<file path="src/rtl/pooling_sequencer_if.sv">
// Scheduler-side job/result handshake plus PoolingUnit control bus for pooling_sequencer.
// Optional abort input present when POOLING_SEQ_ABORT_EN is defined.
interface pooling_sequencer_if #(
   parameter int unsigned depth = 4
);
   localparam int unsigned D = 1 << depth;
   localparam int unsigned W = depth + 1;

   logic             start;
   logic             in_ready;
   logic [W*D-1:0]   in_data;
   logic [3:0]       cfg_levels;
   logic [D-1:0]     cfg_lane_mask;
   logic             out_valid;
   logic             out_ready;
   logic [W*D-1:0]   out_data;
   logic             busy;
   logic [2:0]       stage_o;
   logic             pu_doPooling;
   logic [W*D-1:0]   pu_ip;
   logic [4*D-1:0]   pu_control;
   logic [W*D-1:0]   pu_op;
`ifdef POOLING_SEQ_ABORT_EN
   logic             abort;
`endif

   // sequencer side
   modport slave (
`ifdef POOLING_SEQ_ABORT_EN
      input  abort,
`endif
      input  start, in_data, cfg_levels, cfg_lane_mask, out_ready, pu_op,
      output in_ready, out_valid, out_data, busy, stage_o,
      output pu_doPooling, pu_ip, pu_control
   );

   // scheduler + PoolingUnit side
   modport master (
`ifdef POOLING_SEQ_ABORT_EN
      output abort,
`endif
      output start, in_data, cfg_levels, cfg_lane_mask, out_ready, pu_op,
      input  in_ready, out_valid, out_data, busy, stage_o,
      input  pu_doPooling, pu_ip, pu_control
   );
endinterface

</file>
<file path="src/rtl/pooling_sequencer.sv">
// Sequences one PoolingUnit through L reduction stages, feeding op back into ip.
// Define POOLING_SEQ_ABORT_EN to add an abort input that drops the running job.
module pooling_sequencer #(
   parameter int unsigned depth  = 4,
   parameter int unsigned PU_LAT = 2
) (
   input logic                 CLK,
   input logic                 RSTn,
   pooling_sequencer_if.slave  bus
);
   localparam int unsigned D  = 1 << depth;
   localparam int unsigned W  = depth + 1;
   localparam int unsigned NV = W * D;
   localparam int unsigned CW = (PU_LAT > 1) ? $clog2(PU_LAT) : 1;

   typedef enum logic [1:0] {S_IDLE, S_POOL, S_DONE} state_t;

   state_t          r_state, w_state_nx;
   logic [NV-1:0]   r_work, w_work_nx, w_work_cap;
   logic [NV-1:0]   r_out_data, w_out_data_nx;
   logic [D-1:0]    r_mask, w_mask_nx;
   logic [2:0]      r_levels, w_levels_nx, w_clamp;
   logic [2:0]      r_stage, w_stage_nx;
   logic [CW-1:0]   r_cnt, w_cnt_nx;
   logic            r_in_ready, r_out_valid, r_busy, r_do_pool;
   logic [4*D-1:0]  r_control, w_control_nx;
   logic            w_abort;

`ifdef POOLING_SEQ_ABORT_EN
   assign w_abort = bus.abort;
`else
   assign w_abort = 1'b0;
`endif

   // Stage count clamped into 1..depth at accept
   always_comb begin
      w_clamp = 3'(bus.cfg_levels);
      if (bus.cfg_levels == 4'd0)
         w_clamp = 3'd1;
      else if (bus.cfg_levels > 4'(depth))
         w_clamp = 3'(depth);
   end

   // Active lanes take the unit result; masked lanes hold
   always_comb begin
      w_work_cap = r_work;
      for (int j = 0; j < int'(D); j++) begin
         if (r_mask[j])
            w_work_cap[W*j +: W] = bus.pu_op[W*j +: W];
      end
   end

   always_comb begin
      w_state_nx    = r_state;
      w_work_nx     = r_work;
      w_out_data_nx = r_out_data;
      w_mask_nx     = r_mask;
      w_levels_nx   = r_levels;
      w_stage_nx    = r_stage;
      w_cnt_nx      = r_cnt;
      unique case (r_state)
         S_IDLE: begin
            if (bus.start) begin
               w_work_nx   = bus.in_data;
               w_mask_nx   = bus.cfg_lane_mask;
               w_levels_nx = w_clamp;
               w_stage_nx  = 3'd0;
               w_cnt_nx    = '0;
               w_state_nx  = S_POOL;
            end
         end
         S_POOL: begin
            if (r_cnt == CW'(PU_LAT - 1)) begin
               w_work_nx = w_work_cap;
               w_cnt_nx  = '0;
               if (r_stage == r_levels - 3'd1) begin
                  w_out_data_nx = w_work_cap;
                  w_state_nx    = S_DONE;
               end else begin
                  w_stage_nx = r_stage + 3'd1;
               end
            end else begin
               w_cnt_nx = r_cnt + CW'(1);
            end
         end
         S_DONE: begin
            if (bus.out_ready) begin
               w_stage_nx = 3'd0;
               w_state_nx = S_IDLE;
            end
         end
         default: w_state_nx = S_IDLE;
      endcase
      // Abort drops the job without publishing anything
      if (w_abort && (r_state != S_IDLE)) begin
         w_state_nx    = S_IDLE;
         w_work_nx     = r_work;
         w_out_data_nx = r_out_data;
         w_stage_nx    = 3'd0;
         w_cnt_nx      = '0;
      end
   end

   // Per-lane control for the upcoming cycle
   always_comb begin
      w_control_nx = '0;
      for (int j = 0; j < int'(D); j++) begin
         if ((w_state_nx == S_POOL) && w_mask_nx[j])
            w_control_nx[4*j +: 4] = {1'b1, w_stage_nx};
      end
   end

   always_ff @(posedge CLK or negedge RSTn) begin
      if (!RSTn) begin
         r_state     <= S_IDLE;
         r_work      <= '0;
         r_out_data  <= '0;
         r_mask      <= '0;
         r_levels    <= 3'd1;
         r_stage     <= 3'd0;
         r_cnt       <= '0;
         r_in_ready  <= 1'b1;
         r_out_valid <= 1'b0;
         r_busy      <= 1'b0;
         r_do_pool   <= 1'b0;
         r_control   <= '0;
      end else begin
         r_state     <= w_state_nx;
         r_work      <= w_work_nx;
         r_out_data  <= w_out_data_nx;
         r_mask      <= w_mask_nx;
         r_levels    <= w_levels_nx;
         r_stage     <= w_stage_nx;
         r_cnt       <= w_cnt_nx;
         r_in_ready  <= (w_state_nx == S_IDLE);
         r_out_valid <= (w_state_nx == S_DONE);
         r_busy      <= (w_state_nx != S_IDLE);
         r_do_pool   <= (w_state_nx == S_POOL);
         r_control   <= w_control_nx;
      end
   end

   assign bus.in_ready     = r_in_ready;
   assign bus.out_valid    = r_out_valid;
   assign bus.out_data     = r_out_data;
   assign bus.busy         = r_busy;
   assign bus.stage_o      = r_stage;
   assign bus.pu_doPooling = r_do_pool;
   assign bus.pu_ip        = r_work;
   assign bus.pu_control   = r_control;
endmodule

</file>
<file path="src/flat_wrapper.sv">
// flat-port wrapper written by rule: the top's interface ports become plain ports
module pooling_sequencer_flat 
#(
   parameter int unsigned depth  = 4,
   parameter int unsigned PU_LAT = 2
)
  (CLK, RSTn, bus_start, bus_in_data, bus_cfg_levels, bus_cfg_lane_mask, bus_out_ready, bus_pu_op, bus_in_ready, bus_out_valid, bus_out_data, bus_busy, bus_stage_o, bus_pu_doPooling, bus_pu_ip, bus_pu_control);
  pooling_sequencer_if #(.depth(depth)) bus_i ();
  input logic CLK;
  input logic RSTn;
  input wire logic [$bits(bus_i.start)-1:0] bus_start;
  input wire logic [$bits(bus_i.in_data)-1:0] bus_in_data;
  input wire logic [$bits(bus_i.cfg_levels)-1:0] bus_cfg_levels;
  input wire logic [$bits(bus_i.cfg_lane_mask)-1:0] bus_cfg_lane_mask;
  input wire logic [$bits(bus_i.out_ready)-1:0] bus_out_ready;
  input wire logic [$bits(bus_i.pu_op)-1:0] bus_pu_op;
  output wire logic [$bits(bus_i.in_ready)-1:0] bus_in_ready;
  output wire logic [$bits(bus_i.out_valid)-1:0] bus_out_valid;
  output wire logic [$bits(bus_i.out_data)-1:0] bus_out_data;
  output wire logic [$bits(bus_i.busy)-1:0] bus_busy;
  output wire logic [$bits(bus_i.stage_o)-1:0] bus_stage_o;
  output wire logic [$bits(bus_i.pu_doPooling)-1:0] bus_pu_doPooling;
  output wire logic [$bits(bus_i.pu_ip)-1:0] bus_pu_ip;
  output wire logic [$bits(bus_i.pu_control)-1:0] bus_pu_control;
  assign bus_i.start = bus_start;
  assign bus_i.in_data = bus_in_data;
  assign bus_i.cfg_levels = bus_cfg_levels;
  assign bus_i.cfg_lane_mask = bus_cfg_lane_mask;
  assign bus_i.out_ready = bus_out_ready;
  assign bus_i.pu_op = bus_pu_op;
  assign bus_in_ready = bus_i.in_ready;
  assign bus_out_valid = bus_i.out_valid;
  assign bus_out_data = bus_i.out_data;
  assign bus_busy = bus_i.busy;
  assign bus_stage_o = bus_i.stage_o;
  assign bus_pu_doPooling = bus_i.pu_doPooling;
  assign bus_pu_ip = bus_i.pu_ip;
  assign bus_pu_control = bus_i.pu_control;
  pooling_sequencer #(.depth(depth), .PU_LAT(PU_LAT)) u_core (.CLK(CLK), .RSTn(RSTn), .bus(bus_i));
endmodule
</file>
<file path="config.mk">
export PLATFORM = sky130hd
export DESIGN_NAME = pooling_sequencer_flat
export DESIGN_NICKNAME = d
export VERILOG_FILES = /design/src/rtl/pooling_sequencer_if.sv /design/src/rtl/pooling_sequencer.sv /design/src/flat_wrapper.sv
export SDC_FILE = /design/constraint.sdc
export NUM_CORES = 1
export LEC_CHECK = 0
export ABC_AREA = 0
export CORE_MARGIN = 4
export CORE_UTILIZATION = 40
export DETAILED_ROUTE_END_ITERATION = 16
export PLACE_DENSITY = 0.89
export SYNTH_ARGS = -nofsm -noshare
export SYNTH_HDL_FRONTEND = slang
export SYNTH_SLANG_ARGS = --single-unit
</file>
<file path="constraint.sdc">
create_clock -name CLK -period 2.1 [get_ports CLK]
set_clock_uncertainty 0.15 [all_clocks]
set_input_delay 0.42 -clock CLK [delete_from_list [all_inputs] [get_ports CLK]]
set_output_delay 0.42 -clock CLK [all_outputs]
set_load 0.03 [all_outputs]
</file>
==> flow report, run 1 <==
================================================================================
CP max stage cell                                                        dfstp_2
Worst hold path type                                                 in -> async
Critical path origin                                                u_core.r_levels[0]
Cells in synth_stat.txt                                                      906
Share of post-route cells with drive strength above 1                      0.131
Adder-Cell Fraction of Synth Area                                        0.00237
Root Buffer Master                                                     clkbuf_16
R2R Setup Slk                                                             -70 ps
Switching power as a share of total power                                  0.459
Peak fanout along the critical path                                           33
Critical path capture point                                         u_core.bus.out_data[16]
Result of the run                                                   finished with violations
Transition at the pin with the smallest max-transition slack              570 ps
Mux area share                                                            0.0939
Chip width                                                                171 µm
Global-route total usage across every layer                                0.252
Share of async-settable or async-resettable flops after synthesis           1.00
Total number of multi-input combinational cells                              563
Met3 demand-to-capacity share in global routing                           0.0783
Share of synthesized cell area in and, or, nand and nor gates             0.0625
Relative contribution of the clock network to total power                  0.166
Half-perimeter wire length after placement                             28,900 µm
Cell seen most often among critical-path stages                           buf_12
Starting Density                                                           0.406
Post-layout period usage                                                    1.03
Xor/xnor share                                                           0.00616
Internal power of the cells                                             0.0173 W
Average wire length per cell after detail routing                        22.8 µm
Complex-gate fraction of the synthesized area                              0.194
Largest net degree at the start of global routing                             77
Routed vias/inst                                                            5.47
Sequential-cell power consumption                                      0.00919 W
Post-synthesis cell type with the largest combined area                  dfrtp_1
Worst setup slack after layout                                          -69.0 ps
Non-filler cells in the finished layout                                    1,701
Failing checks                                                      setup timing
Yosys warns                                                                    0
Endpoint type of the worst setup path                                  flip-flop
Count leader, synth                                                      dfrtp_1
WS Path Type                                                          reg -> reg
Maximum level of the CTS H-tree                                                1
Final setup violation count                                                   96
Non-CTS buffers                                                              473
Number of antenna-violating nets in the routed design                          0
Clock group                                                            0.00533 W
Proportion of power drawn by flip-flops and latches                        0.287
Global Route met2 Usage                                                    0.439
Maximum capacitance violations                                                 0
Total Power                                                             0.0320 W
Leakage power total                                                      7.74 nW
Quantity of hold-fixing buffers added after cts                                1
Most frequent cells in the layout                                   dfrtp_1, dlygate4sd2_1, clkdlybuf4s50_1, nand2_1
Mapped Area                                                           0.0106 mm²
Worst relative slew slack                                                  0.620
Final Instance Area                                                   0.0165 mm²
Sequential cell count of the final layout                                    253
Number of gates resized after CTS                                            260
Hold slack                                                                245 ps
Non-clock inverter instance count of the final layout                         22
Number of warnings the tools reported                                         29
Post-placement worst setup slack                                         -289 ps
P_sw                                                                    0.0147 W
Layout non-clock buf frac                                                  0.276
Top logic cell family in the synthesized netlist                    AND-OR/OR-AND gates
Post-route minimum period                                                2170 ps
Pre-Repair DR Iteration Count                                                  6
Chip Area                                                             0.0291 mm²
Top cells by area                                                   dfrtp_1, mux2i_1, a2bb2oi_1
================================================================================
-- run 1: critical path: cells and delay by family (launching register included) --
kind / cells / cell delay (ps)
AND-OR/OR-AND: 1 / 80
XOR/XNOR: 1 / 200
adder cells (fa/ha/maj): 1 / 280
buffers and inverters: 4 / 550
flip-flops: 1 / 540
AND/OR/NAND/NOR: 2 / 210
-- run 1: sequential cells by signal (all words and copies together), names as in the netlist --
| name | flops |
|---|---|
| u_core.bus.in_ready | 1 |
| u_core.bus.pu_doPooling | 1 |
| u_core.bus.busy | 1 |
| u_core.bus.pu_ip | 80 |
| u_core.r_mask | 16 |
| u_core.r_levels | 3 |
| u_core.r_cnt | 1 |
| u_core.bus.pu_control | 64 |
| u_core.bus.stage_o | 3 |
| u_core.bus.out_valid | 1 |
| u_core.bus.out_data | 80 |
| u_core.r_state | 2 |
**Run 1: sequential cells coloured by netlist name**

Scale: 1.5 px per µm. Other sequential cells in the stronger grey, the rest of the logic in the fainter grey.
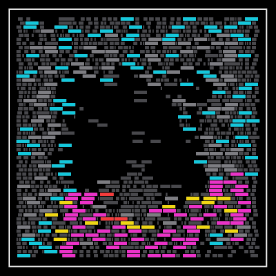
`u_core.r_levels`: shown in red, placed flops 3. `u_core.bus.out_data`: shown in cyan, placed flops 80, where all over the die. `u_core.r_mask`: shown in yellow, placed flops 16. `u_core.bus.pu_control`: shown in magenta, placed flops 64, where a band across the bottom.

**Run 1: clock wiring as the flow saved it**

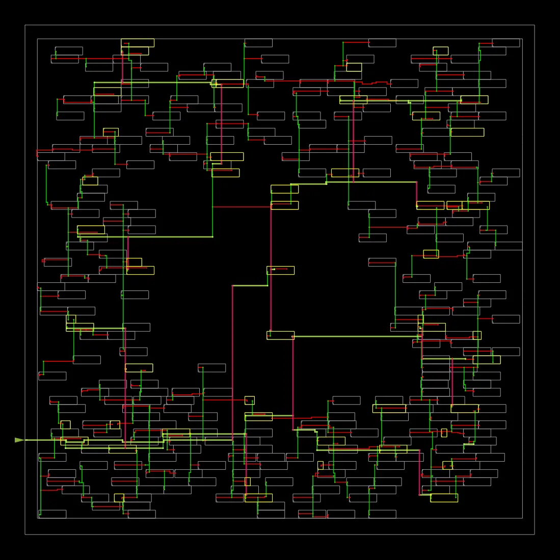
sink count of the clock tree: 253
clock buffer count in the final layout: 37
worst skew pair latency: 540 ps
number of buffers created by CTS: 28

**Run 1: signal wires by layer**

Scale: 2 px per µm.
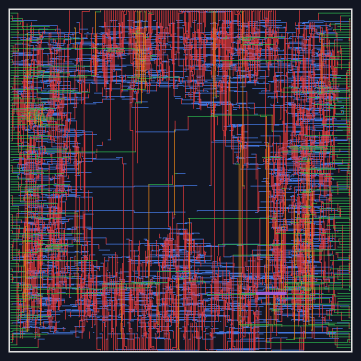
M2: shown in red, wire length 19,400 µm. M1: shown in blue, wire length 13,800 µm. M4: shown in orange, wire length 1,800 µm. M3: shown in green, wire length 3,730 µm. M5: shown in purple, wire length 13.8 µm.

**Run 1: logic cells by family**

Scale: 2 px per µm.
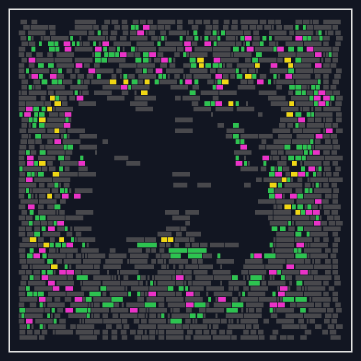

==> inputs of run 2 (changes only) <==
CELL_PAD_IN_SITES_DETAIL_PLACEMENT = 0   (was not set)
CELL_PAD_IN_SITES_GLOBAL_PLACEMENT = 1   (was not set)
CORE_UTILIZATION = 30   (was 40)
PLACE_DENSITY = 0.88   (was 0.89)
**Run 2: logic cells by family**

Scale: 2 px per µm.
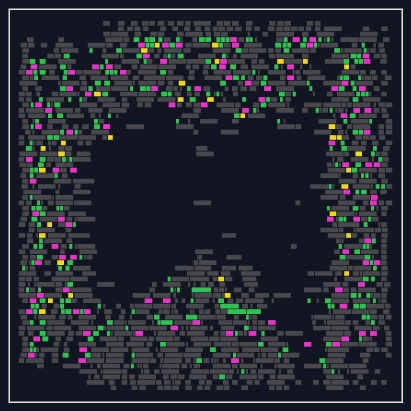
mux cells: shown in magenta, cells 97, most used mux2i_1, where all over the die. aoi and oai cells: shown in green, cells 268, most used o22ai_1, where all over the die. non-inverting ao/oa cells: shown in yellow, cells 34, most used o2bb2a_1.

==> run 2 against run 1 <==
  * Synthesized area unchanged
  * Sequential power is essentially flat
  * The flow still finishes with violations (setup timing)
  * Final area up 2.1%
==> flow report, run 2 <==
===========================================================================
Result of the run                                              finished with violations
Failing checks                                                 setup timing
Starting Density                                                      0.305
Critical Path Stages                                                      8
Proportion of power drawn by flip-flops and latches                   0.284
Most frequent cells in the layout                              dfrtp_1, dlygate4sd2_1, clkdlybuf4s50_1, nand2_1
Hold slack                                                           254 ps
Crit path buffers/inverters                                               3
Clock group                                                       0.00540 W
Worst hold path type                                            in -> async
Top Family by Delay on Critical Path                           AND-OR/OR-AND gates
Global Route met2 Usage                                               0.338
Critical path origin                                           u_core.r_levels[0]
Non-filler cells in the finished layout                               1,838
Global-route total usage across every layer                           0.194
Worst relative slew slack                                             0.610
Chip width                                                           196 µm
Switching power as a share of total power                             0.459
Worst setup slack after layout                                     -82.4 ps
Pre-Repair DR Iteration Count                                             5
Average wire length per cell after detail routing                   22.1 µm
Post-layout period usage                                               1.04
R2R Setup Slk                                                        -80 ps
Share of post-route cells with drive strength above 1                 0.162
Met3 demand-to-capacity share in global routing                      0.0591
Number of gates resized after CTS                                       265
Sink count of the clock tree                                            253
Routed vias/inst                                                       5.12
Peak fanout along the critical path                                      17
Root Buffer Master                                                clkbuf_16
Half-perimeter wire length after placement                        29,000 µm
Number of buffers created by CTS                                         28
Largest net degree at the start of global routing                        89
Final setup violation count                                              69
Worst skew pair latency                                              550 ps
Maximum capacitance violations                                            0
Post-placement worst setup slack                                    -240 ps
Leakage power total                                                 7.86 nW
Quantity of hold-fixing buffers added after cts                           1
Transition at the pin with the smallest max-transition slack         585 ps
CP max stage cell                                                   dfstp_2
Internal power of the cells                                        0.0176 W
Top cells by area                                              dfrtp_1, mux2i_1, a2bb2oi_1
Final Instance Area                                              0.0169 mm²
===========================================================================
## run 2: cell count changes in the layout (fill, tap and decap cells not counted), sizes merged
cell           change
clkinv             +1
clkdlybuf4s15      -1
buf               +16
clkinvlp           +1
inv                -2
diode              -3
bufinv             +2
clkbuf             +3
## run 2: cells by family (layout without fill, tap and decap cells)
family,after synthesis,after routing,share of synthesized area
fa+ha+maj,2,2,0.00237
compound gates,302,302,0.194
buf+inv,90,567,0.0420
xor+xnor,4,4,0.00616
flops,253,253,0.599
simple gates,158,158,0.0625
mux,97,97,0.0939
## run 2: final cells by class
type,instances,area [µm²],share of cell area
Clock buffer,35,767,0.0455
Clock inverter,17,255,0.0151
Inverter,22,82.6,0.00490
Multi-Input combinational cell,563,4090,0.243
Sequential cell,253,6330,0.376
Tap cell,455,569,0.0338
Timing Repair Buffer,493,4750,0.282
Power and IR drop assume default switching activity.
